==> run_1/sizing.png <==
(6 px per um)
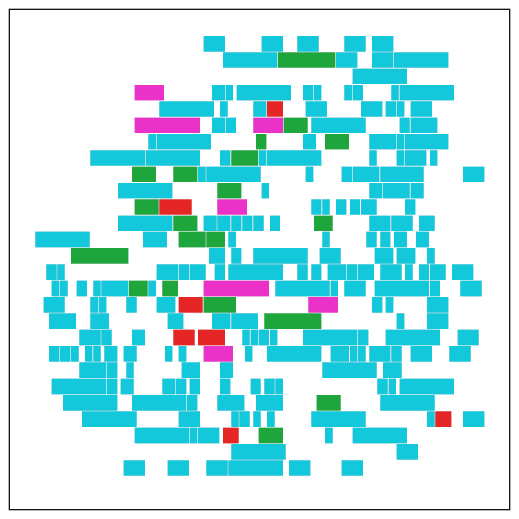
==> run_1/gates.png <==
(6 px per um)
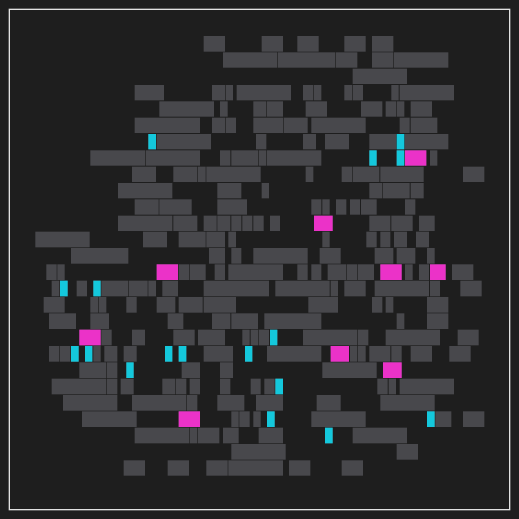
==> run_1/m3.png <==
(3 px per um)
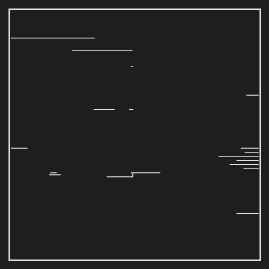
## src/rtl/stdp_controller.sv

```systemverilog
// STDP learning-rule sequencer: measures pre/post spike timing with saturating age counters and
// applies one clamped potentiation/depression step per event via an evaluate/apply FSM.
module stdp_controller #(
    parameter int unsigned W_WIDTH  = 6,
    parameter int unsigned W_INIT   = 32,
    parameter int unsigned W_MAX    = 63,
    parameter int unsigned W_MIN    = 0,
    parameter int unsigned WINDOW   = 15,
    parameter int unsigned LTP_STEP = 2,
    parameter int unsigned LTD_STEP = 1
) (
    input  logic               clk,
    input  logic               rst,
    input  logic               en,
    input  logic               learn_en,
    input  logic               pre_spike,
    input  logic               post_spike,
    input  logic               cfg_load,
    input  logic [W_WIDTH-1:0] cfg_weight,
    output logic [W_WIDTH-1:0] weight_out,
    output logic               update_valid,
    output logic               update_ltp,
    output logic               update_sat,
    output logic               busy,
    output logic               overrun
);

    localparam int unsigned CW  = $clog2(WINDOW + 2);
    localparam int unsigned WW1 = W_WIDTH + 1;
    localparam logic [CW-1:0]  AgeMax = CW'(WINDOW + 1);
    localparam logic [CW-1:0]  Win    = CW'(WINDOW);
    localparam logic [CW-1:0]  Half   = CW'(WINDOW >> 1);
    localparam logic [WW1-1:0] WMax   = WW1'(W_MAX);
    localparam logic [WW1-1:0] WMin   = WW1'(W_MIN);

    typedef enum logic [1:0] {StIdle, StEval, StApply} state_e;

    state_e state_q, state_d;

    logic [CW-1:0]      t_pre_q, t_post_q;
    logic               ev_valid, ev_ltp;
    logic [CW-1:0]      ev_dt;
    logic               cur_ltp_q;
    logic [CW-1:0]      cur_dt_q;
    logic               q_valid_q, q_valid_d, q_ltp_q;
    logic [CW-1:0]      q_dt_q;
    logic               drain, load_cur_ev, ev_enq, ev_drop, busy_d;
    logic [W_WIDTH-1:0] weight_q, next_w_q, eval_w, cfg_w;
    logic               next_sat_q, eval_sat, cfg_lo;
    logic [WW1-1:0]     step, w_ext, sum, cfg_ext;
    logic               valid_q, ltp_q, sat_q, busy_q, overrun_q;

    // Age counters: time since the last spike, saturating at WINDOW+1 (no history).
    always_ff @(posedge clk or posedge rst) begin
        if (rst) begin
            t_pre_q  <= AgeMax;
            t_post_q <= AgeMax;
        end else if (en) begin
            if (pre_spike)             t_pre_q <= CW'(1);
            else if (t_pre_q != AgeMax) t_pre_q <= t_pre_q + 1'b1;
            if (post_spike)              t_post_q <= CW'(1);
            else if (t_post_q != AgeMax) t_post_q <= t_post_q + 1'b1;
        end
    end

    always_comb begin
        ev_valid = 1'b0;
        ev_ltp   = 1'b0;
        ev_dt    = t_pre_q;
        if (en && learn_en && !cfg_load) begin
            if (post_spike && !pre_spike && t_pre_q <= Win) begin
                ev_valid = 1'b1;
                ev_ltp   = 1'b1;
                ev_dt    = t_pre_q;
            end else if (pre_spike && !post_spike && t_post_q <= Win) begin
                ev_valid = 1'b1;
                ev_ltp   = 1'b0;
                ev_dt    = t_post_q;
            end
        end
    end

    always_ff @(posedge clk or posedge rst) begin
        if (rst) state_q <= StIdle;
        else     state_q <= state_d;
    end

    always_comb begin
        state_d = state_q;
        if (cfg_load) begin
            state_d = StIdle;
        end else begin
            unique case (state_q)
                StIdle:  if (ev_valid || q_valid_q) state_d = StEval;
                StEval:  state_d = StApply;
                StApply: state_d = q_valid_q ? StEval : StIdle;
                default: state_d = StIdle;
            endcase
        end
    end

    // Queue steering: an idle FSM with an empty queue takes the event directly.
    always_comb begin
        drain       = q_valid_q && (state_q == StIdle || state_q == StApply);
        load_cur_ev = ev_valid && state_q == StIdle && !q_valid_q;
        ev_enq      = ev_valid && !load_cur_ev && (!q_valid_q || drain);
        ev_drop     = ev_valid && !load_cur_ev && !ev_enq;
        if (cfg_load)    q_valid_d = 1'b0;
        else if (ev_enq) q_valid_d = 1'b1;
        else if (drain)  q_valid_d = 1'b0;
        else             q_valid_d = q_valid_q;
        busy_d = !cfg_load && ((state_d != StIdle) || q_valid_d);
    end

    always_comb begin
        if (cur_dt_q <= Half) step = cur_ltp_q ? WW1'(LTP_STEP) : WW1'(LTD_STEP);
        else                  step = WW1'(1);
        w_ext    = {1'b0, weight_q};
        sum      = '0;
        eval_sat = 1'b0;
        if (cur_ltp_q) begin
            sum = w_ext + step;
            if (sum > WMax) begin
                eval_w   = W_WIDTH'(W_MAX);
                eval_sat = 1'b1;
            end else begin
                eval_w = sum[W_WIDTH-1:0];
            end
        end else begin
            sum = w_ext - step;
            if (w_ext < WMin + step) begin
                eval_w   = W_WIDTH'(W_MIN);
                eval_sat = 1'b1;
            end else begin
                eval_w = sum[W_WIDTH-1:0];
            end
        end
    end

    assign cfg_ext = {1'b0, cfg_weight};
    if (W_MIN > 0) begin : g_cfg_lo
        assign cfg_lo = cfg_ext < WMin;
    end else begin : g_cfg_nolo
        assign cfg_lo = 1'b0;
    end

    always_comb begin
        if (cfg_ext > WMax) cfg_w = W_WIDTH'(W_MAX);
        else if (cfg_lo)    cfg_w = W_WIDTH'(W_MIN);
        else                cfg_w = cfg_weight;
    end

    always_ff @(posedge clk or posedge rst) begin
        if (rst) begin
            weight_q   <= W_WIDTH'(W_INIT);
            next_w_q   <= '0;
            next_sat_q <= 1'b0;
            cur_ltp_q  <= 1'b0;
            cur_dt_q   <= '0;
            q_ltp_q    <= 1'b0;
            q_dt_q     <= '0;
            q_valid_q  <= 1'b0;
            valid_q    <= 1'b0;
            ltp_q      <= 1'b0;
            sat_q      <= 1'b0;
            busy_q     <= 1'b0;
            overrun_q  <= 1'b0;
        end else begin
            valid_q   <= 1'b0;
            q_valid_q <= q_valid_d;
            busy_q    <= busy_d;
            if (cfg_load) begin
                weight_q  <= cfg_w;
                overrun_q <= 1'b0;
            end else begin
                if (state_q == StEval) begin
                    next_w_q   <= eval_w;
                    next_sat_q <= eval_sat;
                end
                if (state_q == StApply) begin
                    weight_q <= next_w_q;
                    valid_q  <= 1'b1;
                    ltp_q    <= cur_ltp_q;
                    sat_q    <= next_sat_q;
                end
                if (ev_drop) overrun_q <= 1'b1;
                if (load_cur_ev) begin
                    cur_ltp_q <= ev_ltp;
                    cur_dt_q  <= ev_dt;
                end else if (drain) begin
                    cur_ltp_q <= q_ltp_q;
                    cur_dt_q  <= q_dt_q;
                end
                if (ev_enq) begin
                    q_ltp_q <= ev_ltp;
                    q_dt_q  <= ev_dt;
                end
            end
        end
    end

    assign weight_out   = weight_q;
    assign update_valid = valid_q;
    assign update_ltp   = ltp_q;
    assign update_sat   = sat_q;
    assign busy         = busy_q;
    assign overrun      = overrun_q;

endmodule

```

## config.mk

```make
export PLATFORM = sky130hd
export DESIGN_NAME = stdp_controller
export DESIGN_NICKNAME = d
export VERILOG_FILES = /design/src/rtl/stdp_controller.sv
export SDC_FILE = /design/constraint.sdc
export NUM_CORES = 1
export LEC_CHECK = 0
export CORE_MARGIN = 4
export CORE_UTILIZATION = 38
export DETAILED_ROUTE_END_ITERATION = 10
export GPL_ROUTABILITY_DRIVEN = 0
export PLACE_DENSITY_LB_ADDON = 0.15
export SYNTH_ARGS = -nofsm -noshare
export SYNTH_HDL_FRONTEND = slang
export SYNTH_SLANG_ARGS = --single-unit
export TNS_END_PERCENT = 30
```

## constraint.sdc

```tcl
create_clock -name clk -period 4 [get_ports clk]
set_clock_uncertainty 0.2 [all_clocks]
set_input_delay 0.6 -clock clk [delete_from_list [all_inputs] [get_ports clk]]
set_output_delay 0.6 -clock clk [all_outputs]
set_load 0.01 [all_outputs]
```

==> flow_summary.toml, run 1 <==
# physical design summary
[synthesis]
async_flop_share = 1.00
yosys_register_bits = 37
synth_top_area_share = 0.397
synth_simple_gate_area_share = 0.164
syn_nets = 244
yosys_warnings = 0
synth_area_leader_cell = "sky130_fd_sc_hd__dfrtp_1"
yosys_xor_share = 0.0122
synth.top_cells.by_area = "sky130_fd_sc_hd__dfrtp_1, sky130_fd_sc_hd__ha_1, sky130_fd_sc_hd__mux2_2"
synthAdderAreaFrac = 0.0770
synthesis.area_um2 = 2150
post_synth_most_frequent_cells = "sky130_fd_sc_hd__dfrtp_1, sky130_fd_sc_hd__nor2_1, sky130_fd_sc_hd__inv_1, sky130_fd_sc_hd__o21ai_0, sky130_fd_sc_hd__nand2_1"
aoi_share = 0.177
synth_dominant_cell_count = "sky130_fd_sc_hd__dfrtp_1"
synth.yosys.chip_area_um2 = 2150
post_synth.cell_area_avg_um2 = 9.80
number_of_enable_flip_flop_cells = 0
yosys-dominant-comb-family = "AND-OR/OR-AND gates"
synth_sequential_area_ratio = 0.433
ys_cells = 219
synth-main-ff-cell = "sky130_fd_sc_hd__dfrtp_1"
synthMuxAreaShare = 0.0921
synth_cells = 219

[power_and_ir_drop]
power.switching_fraction = 0.257
power.share.combinational = 0.168
p_clk_frac = 0.376
seq_cell_power_uw = 463
ir_drop_uv = 170
power.static_leakage_nw = 1.19
pg_clk_uw = 383
power.largest_group = "registers"
seq_power_share = 0.456
power_switching_uw = 261
design_power_total_mw = 1.02
pg_comb_uw = 171

[global_routing]
first_global_vias = 1646
grtUsageMet2 = 0.222
wire_length_of_the_first_global_routing_pass_um = 7710
grt_util_all_layers = 0.134
globalRouteOverflowTotal = 0
initial_antenna_violation_count = 0
grt_start_max_net_pins = 38
met1_layer_usage_reported_by_global_route = 0.170
grt_busiest_layer = "met2"

[clocking]
cts-root-buf = "sky130_fd_sc_hd__clkbuf_8"
postCtsSetupBuffers = 0
clock.latency.late_pin_ps = 290
htree_levels = 2
cts-buffers-inserted = 5
cts_resized = 0
cts_max_path_buffers = 2
tritoncts_clock_tree = "done"
numClockSinks = 37
path_clk_slew_ps = 70
hold_buffers = 0

[worst_hold_path]
min_path_type = "reg -> reg"
holdPathEnd = "next_w_q[0]"
hold_path_depth = 1
min-delay-start = "next_w_q[0]"

[floorplanning]
core.rowCount = 27
fp.dieW_um = 83.1
chipArea_um2 = 6910
die_height_um = 83.1
boundaryPins = 24
core-area_um2 = 5510
fraction_of_the_core_area_occupied_by_cells_at_floorplan = 0.390

[critical_path]
timing.critical_path.cells = "clkdlybuf4s50_1 -> buf_4 -> and3b_4 -> o2111ai_2 -> o22ai_2 -> mux2_1 -> mux2_2"
top_fanout_value_on_the_critical_path = 20
crit_path_start = "cfg_load"
reg2reg_depth = 7
arrival_ps = 2600
critical_path.slowest_cell = "sky130_fd_sc_hd__clkdlybuf4s50_1"
critical_path.max_stage_delay_ps = 400
critPathLaunchType = "input pin"
timing_worst_setup_path_type = "in -> reg"
capture_instance_of_the_worst_register_to_register_path = "next_w_q[3]"
worst_r2r_startpoint = "cur_ltp_q"
crit_required_ps = 3970
worst_setup_path_endpoint = "cur_dt_q[3]"
cp_top_family = "buffers and inverters"
setup.worst_path.end_class = "flop"
critical_path_buf_inv_count = 2
cp.depth = 7

[flow_run]
max-cap-violations = 0
tool_warnings = 30

[timing]
grt_setup_unrepaired = "false"
fin_crit_ps = 2630
max_freq_mhz = 380
pin_slew_with_the_least_headroom_to_its_limit_ps = 575
whs_ps = 313
report.final.setup_viol = 0
final_max_slew_viol_count = 0
hold_viol = 0
timing.final.crit_share = 0.659
timing.slew.headroom = 0.612
timing.setup.tns_ps = 0

[place]
hpwl_um = 3200
placed_cell_area_um2 = 2460
numPlacedInstances = 309
detailedPlace.worstSlack_ps = 1060
buffer_ports.inserted = 23

[final_layout]
num-fill-cells = 528
layout.cells.non_filler = 317
num-nets-final = 269
antennaDiodeCount = 0
final_core_utilization = 0.471

[detailed_routing]
route.detailed.vias_per_inst = 5.20
number_of_remaining_drc_errors = 0
met3_wirelength_um = 140
wl_um = 4310
dr_wl_met2_um = 2080
routedWlPerCell_um = 13.6
ant_nets = 0
drt-pass1-iter-count = 4

[status]
status = "completed"
## Picture notes: sizing.png
- x2: green (cells 20)
- x6 and larger: magenta (cells 7)
- x1 and smaller: cyan (cells 211)
- x3 and x4: red (cells 7)
area overhead of the layout relative to synthesis: 20.8%
finished layout cell area: 2590 um^2
Setup WS post-layout: 1370 ps

## Picture notes: gates.png
- non-inverting ao/oa cells: magenta (cells 9)
- inv cells: cyan (cells 17; most used inv_1)

## Picture notes: m3.png
- wire length on this layer: 140 um
- longest straight run: 27.6 um
- share of all routed wire: 3.3%
vias post-DR: 1649
global routing usage on met3: 0.0337

[run 1: cell type report]
class	instances	area, um^2	area share
Clock buffer	5	68.8	0.0266
Clock inverter	3	65.1	0.0251
Inverter	17	63.8	0.0246
Multi-Input combinational cell	157	1120	0.433
Sequential cell	37	930	0.359
Tap cell	72	90.1	0.0348
Timing Repair Buffer	26	253	0.0975
[run 1: cells in the final DEF, fill, tap and decap left out, drive strengths merged, types with 6 or more instances in the layout]
cell,count
nand3,6
mux2,11
nor3,8
dfrtp,34
inv,17
nor2,18
mux2i,7
o21ai,18
a21oi,15
nand2,16
clkdlybuf4s50,23
ha,10
[run 1: registers in the layout (all words and copies together), names as in the netlist, 2 cells and up]
register    flops
state_q         2
weight_out      6
next_w_q        6
q_dt_q          2
cur_dt_q        2
t_post_q        5
t_pre_q         5
==> run 2, diff against run 1 <==
==> constraint.sdc (replaced) <==
create_clock -name clk -period 2.3 [get_ports clk]
set_clock_uncertainty 0.2 [all_clocks]
set_input_delay 0.345 -clock clk [delete_from_list [all_inputs] [get_ports clk]]
set_output_delay 0.345 -clock clk [all_outputs]
set_load 0.01 [all_outputs]
==> run 2 against run 1 <==
  * Non-clock buffer count is 24 higher
  * Via count is 7.3% higher
  * Core utilization is 4.0 points higher
  * Highest routed layer unchanged
  * Clock power is 17% higher
  * Wire length is 12% higher
  * Combinational power is 120% higher
  * Sequential power is 71% higher
  * Critical path type is now reg -> reg
==> flow_summary.toml, run 2 <==
# physical design summary
[critical_path]
cp_top_family = "flip-flops"
critical_path.slowest_cell = "sky130_fd_sc_hd__dfrtp_1"
timing_worst_setup_path_type = "reg -> reg"
critPathLaunchType = "flop"
top_fanout_value_on_the_critical_path = 4
critical_path_buf_inv_count = 2
arrival_ps = 2220
critical_path.max_stage_delay_ps = 390

[final_layout]
antennaDiodeCount = 0
most_instantiated_logic_cell_after_routing = "sky130_fd_sc_hd__dfrtp_1"
num-nets-final = 293
n_clock_buffer = 5
final_core_utilization = 0.511
area.growth.synth_to_final_pct = 31.0
layout.cells.most_common_list = "sky130_fd_sc_hd__dfrtp_1, sky130_fd_sc_hd__buf_4, sky130_fd_sc_hd__clkdlybuf4s50_1, sky130_fd_sc_hd__inv_1, sky130_fd_sc_hd__nor2_1"
num-fill-cells = 530
comb_area_um2 = 1210
leading_cell_kind = "logic gates"
flop-count = 37
clockNetworkAreaShare = 0.0307

[synthesis]
synthesis.area_um2 = 2150
synth_cells = 219
yosys_xor_share = 0.0122
aoi_share = 0.177
post_synth.cell_area_avg_um2 = 9.80
synth_area_leader_cell = "sky130_fd_sc_hd__dfrtp_1"
syn_nets = 244
number_of_enable_flip_flop_cells = 0
synth.top_cells.by_area = "sky130_fd_sc_hd__dfrtp_1, sky130_fd_sc_hd__ha_1, sky130_fd_sc_hd__mux2_2"
yosys_warnings = 0
yosys_register_bits = 37
synth_dominant_cell_count = "sky130_fd_sc_hd__dfrtp_1"
synthAdderAreaFrac = 0.0770
synth_simple_gate_area_share = 0.164
ys_cells = 219
post_synth_most_frequent_cells = "sky130_fd_sc_hd__dfrtp_1, sky130_fd_sc_hd__nor2_1, sky130_fd_sc_hd__inv_1, sky130_fd_sc_hd__o21ai_0, sky130_fd_sc_hd__nand2_1"

[power_and_ir_drop]
ir_drop_uv = 239
design_power_total_mw = 1.62
power.static_leakage_nw = 1.29

[timing]
fin_crit_ps = 2240
pin_slew_with_the_least_headroom_to_its_limit_ps = 564
max_freq_mhz = 446
timing.setup.tns_ps = 0
timing.final.crit_share = 0.975
final.setup.worst_slack_ps = 58.2
timing.slew.headroom = 0.619
final_max_slew_viol_count = 0
report.final.setup_viol = 0

[flow_run]
max-cap-violations = 0
tool_warnings = 31

[worst_hold_path]
min_path_type = "in -> async"

[detailed_routing]
route.vias.total = 1770
dr_wl_met2_um = 2550
number_of_remaining_drc_errors = 0
ant_nets = 0
drt-pass1-iter-count = 4
routedWlPerCell_um = 14.2

[place]
numPlacedInstances = 328
detailedPlace.worstSlack_ps = -122
placed_cell_area_um2 = 2600

[global_routing]
grt_busiest_layer = "met2"
grt_util_all_layers = 0.150
wire_length_of_the_first_global_routing_pass_um = 8550
grt_use_met3 = 0.0308
initial_antenna_violation_count = 0
first_global_vias = 1827

[clocking]
htree_levels = 2
tritoncts_clock_tree = "done"
clock.latency.late_pin_ps = 290
cts_max_path_buffers = 2
path_clk_slew_ps = 80
postCtsSetupBuffers = 4

[floorplanning]
fp.dieW_um = 83.1
die_height_um = 83.1
boundaryPins = 24
fraction_of_the_core_area_occupied_by_cells_at_floorplan = 0.390
core-area_um2 = 5510

[status]
status = "completed"
run 2: worst paths after layout:
check / start / endpoint / slack [ps] / depth (start not counted)
setup reg to reg: t_pre_q[1] / cur_ltp_q / 60 / 9
hold / removal: rst / weight_out[2] / 270 / 3
setup / recovery: t_pre_q[1] / cur_ltp_q / 60 / 9
max in group asynchronous: rst / t_post_q[4] / 1260 / 3
min in group clk: next_w_q[0] / next_w_q[0] / 310 / 1
hold reg to reg: next_w_q[0] / next_w_q[0] / 310 / 1
run 2: where the power goes:
group          total, mW  switching, mW  internal, mW  leakage (nW)
Sequential         0.792         0.0644         0.728         0.475
Clock              0.450          0.240         0.209        0.0439
Combinational      0.378          0.175         0.202         0.774
==> run_2/gates.png <==
(6 px per um)
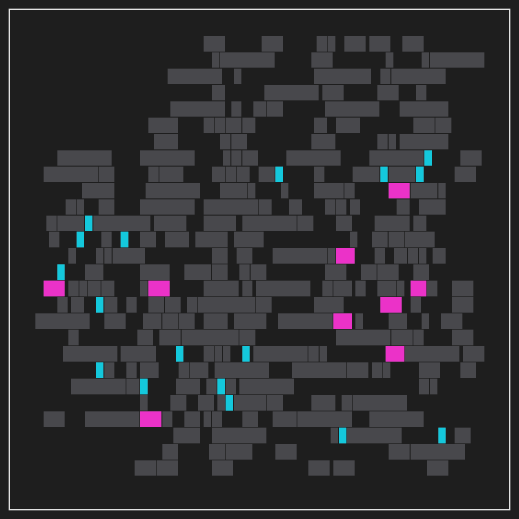
- non-inverting ao/oa cells: magenta (cells 9)
- inv cells: cyan (cells 17; most used inv_1)

==> run 3, diff against run 2 <==
--- a/config.mk
+++ b/config.mk
@@ -6,7 +6,8 @@
 export NUM_CORES = 1
 export LEC_CHECK = 0
 export CORE_MARGIN = 4
-export CORE_UTILIZATION = 38
+export CORE_UTILIZATION = 25
+export CTS_CLUSTER_SIZE = 14
 export DETAILED_ROUTE_END_ITERATION = 10
 export GPL_ROUTABILITY_DRIVEN = 0
 export PLACE_DENSITY_LB_ADDON = 0.15
==> run 3 against run 2 <==
  * Synthesized area unchanged
  * Sequential power about the same
  * Final cell count up 10%
  * Critical endpoint is now cur_dt_q[4]
  * Highest routed layer unchanged
==> flow_summary.toml, run 3 <==
# physical design summary
[critical_path]
crit_path_start = "t_pre_q[1]"
critical_path.slowest_cell = "sky130_fd_sc_hd__dfrtp_1"
critical_path.max_stage_delay_ps = 400
arrival_ps = 2260
ff2ff_setup_slack_ps = 7
reg2reg_depth = 7
cp.depth = 7
critical_path_buf_inv_count = 0
top_fanout_value_on_the_critical_path = 4
capture_instance_of_the_worst_register_to_register_path = "cur_dt_q[4]"
worst_r2r_startpoint = "t_pre_q[1]"

[synthesis]
syn_nets = 244
post_synth.cell_area_avg_um2 = 9.80
yosys_register_bits = 37
synth_cells = 219
synth.top_cells.by_area = "sky130_fd_sc_hd__dfrtp_1, sky130_fd_sc_hd__ha_1, sky130_fd_sc_hd__mux2_2"
number_of_enable_flip_flop_cells = 0
ys_cells = 219
synth_area_leader_cell = "sky130_fd_sc_hd__dfrtp_1"
post_synth_most_frequent_cells = "sky130_fd_sc_hd__dfrtp_1, sky130_fd_sc_hd__nor2_1, sky130_fd_sc_hd__inv_1, sky130_fd_sc_hd__o21ai_0, sky130_fd_sc_hd__nand2_1"
yosys_warnings = 0
synthesis.area_um2 = 2150

[flow_run]
tool_warnings = 32

[timing]
final_max_slew_viol_count = 0
pin_slew_with_the_least_headroom_to_its_limit_ps = 552
timing.setup.tns_ps = 0
final.setup.worst_slack_ps = 7.06
timing.slew.headroom = 0.627
report.final.setup_viol = 0
fin_crit_ps = 2290
max_freq_mhz = 436

[detailed_routing]
drt-pass1-iter-count = 4
number_of_remaining_drc_errors = 0
routedWlPerCell_um = 13.6
route.vias.total = 1769
ant_nets = 0

[place]
detailedPlace.worstSlack_ps = -189
numPlacedInstances = 361

[final_layout]
clockNetworkAreaShare = 0.0474
area.growth.synth_to_final_pct = 35.5
num-nets-final = 294
leading_cell_kind = "logic gates"
layout.cells.most_common_list = "sky130_fd_sc_hd__dfrtp_1, sky130_fd_sc_hd__buf_4, sky130_fd_sc_hd__clkdlybuf4s50_1, sky130_fd_sc_hd__inv_1, sky130_fd_sc_hd__nor2_1"
antennaDiodeCount = 0
comb_area_um2 = 1200
flop-count = 37
final_core_utilization = 0.350
num-fill-cells = 858
most_instantiated_logic_cell_after_routing = "sky130_fd_sc_hd__dfrtp_1"

[power_and_ir_drop]
seq_cell_power_uw = 793
seq_power_share = 0.427
design_power_total_mw = 1.85
pg_clk_uw = 684
power.share.combinational = 0.204
power.largest_group = "registers"
pg_comb_uw = 377
ir_drop_uv = 368
power_switching_uw = 489
power.switching_fraction = 0.263
power_internal_mw = 1.37
power.static_leakage_nw = 1.33

[floorplanning]
boundaryPins = 24
die_height_um = 101
core-area_um2 = 8300
fraction_of_the_core_area_occupied_by_cells_at_floorplan = 0.259

[clocking]
path_clk_slew_ps = 80
postCtsSetupBuffers = 0
tritoncts_clock_tree = "done"
clock.latency.late_pin_ps = 290

[global_routing]
first_global_vias = 1703
wire_length_of_the_first_global_routing_pass_um = 8270
grt_util_all_layers = 0.102

[status]
status = "completed"
-- run 3: cell counts after synthesis --
Identical to the previous run, type by type.
-- run 3: layer usage --
| metal | up-vias | track usage | part of all wire |
|---|---|---|---|
| met1 | 850 | 0.136 | 0.46 |
| met5 | - | 0 | 0 |
| met3 | 5 | 0.0277 | 0.033 |
| li1 | 892 | - | - |
| met4 | 0 | 0.0218 | 0.0059 |
| met2 | 22 | 0.166 | 0.51 |
-- run 3: cell families (layout without fill, tap and decap cells) --
kind of cell,after synthesis,after routing,share of synthesized area
AND/OR/NAND/NOR,68,68,0.164
AND-OR/OR-AND,56,56,0.177
flip-flops,37,37,0.433
buffers and inverters,25,76,0.0443
multiplexers,18,18,0.0921
adder cells (fa/ha/maj),12,12,0.0770
XOR/XNOR,3,3,0.0122
==> run_3/gates.png <==
(4 px per um)
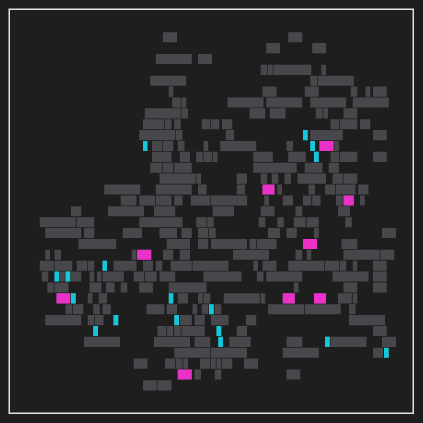
- inv cells: cyan (cells 17; most used inv_1)
- non-inverting ao/oa cells: magenta (cells 9)


==> gallery <==
Signal wires on met2.
(3 px per um) Cells faint in the background.
picture 1
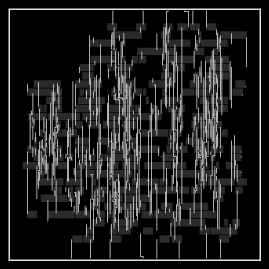
picture 2
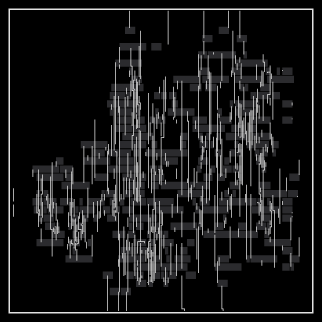
picture 3
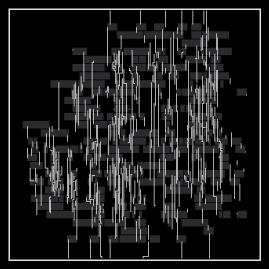
picture 3: run 1
picture 2: run 3
picture 1: run 2
- largest die: picture 2

Key to picture 1:
- wire length on this layer: 2550 um
- share of all routed wire: 53%
- nets with wire on the layer: 248
- main direction: vertical

Power is estimated from default activity; no workload was simulated.
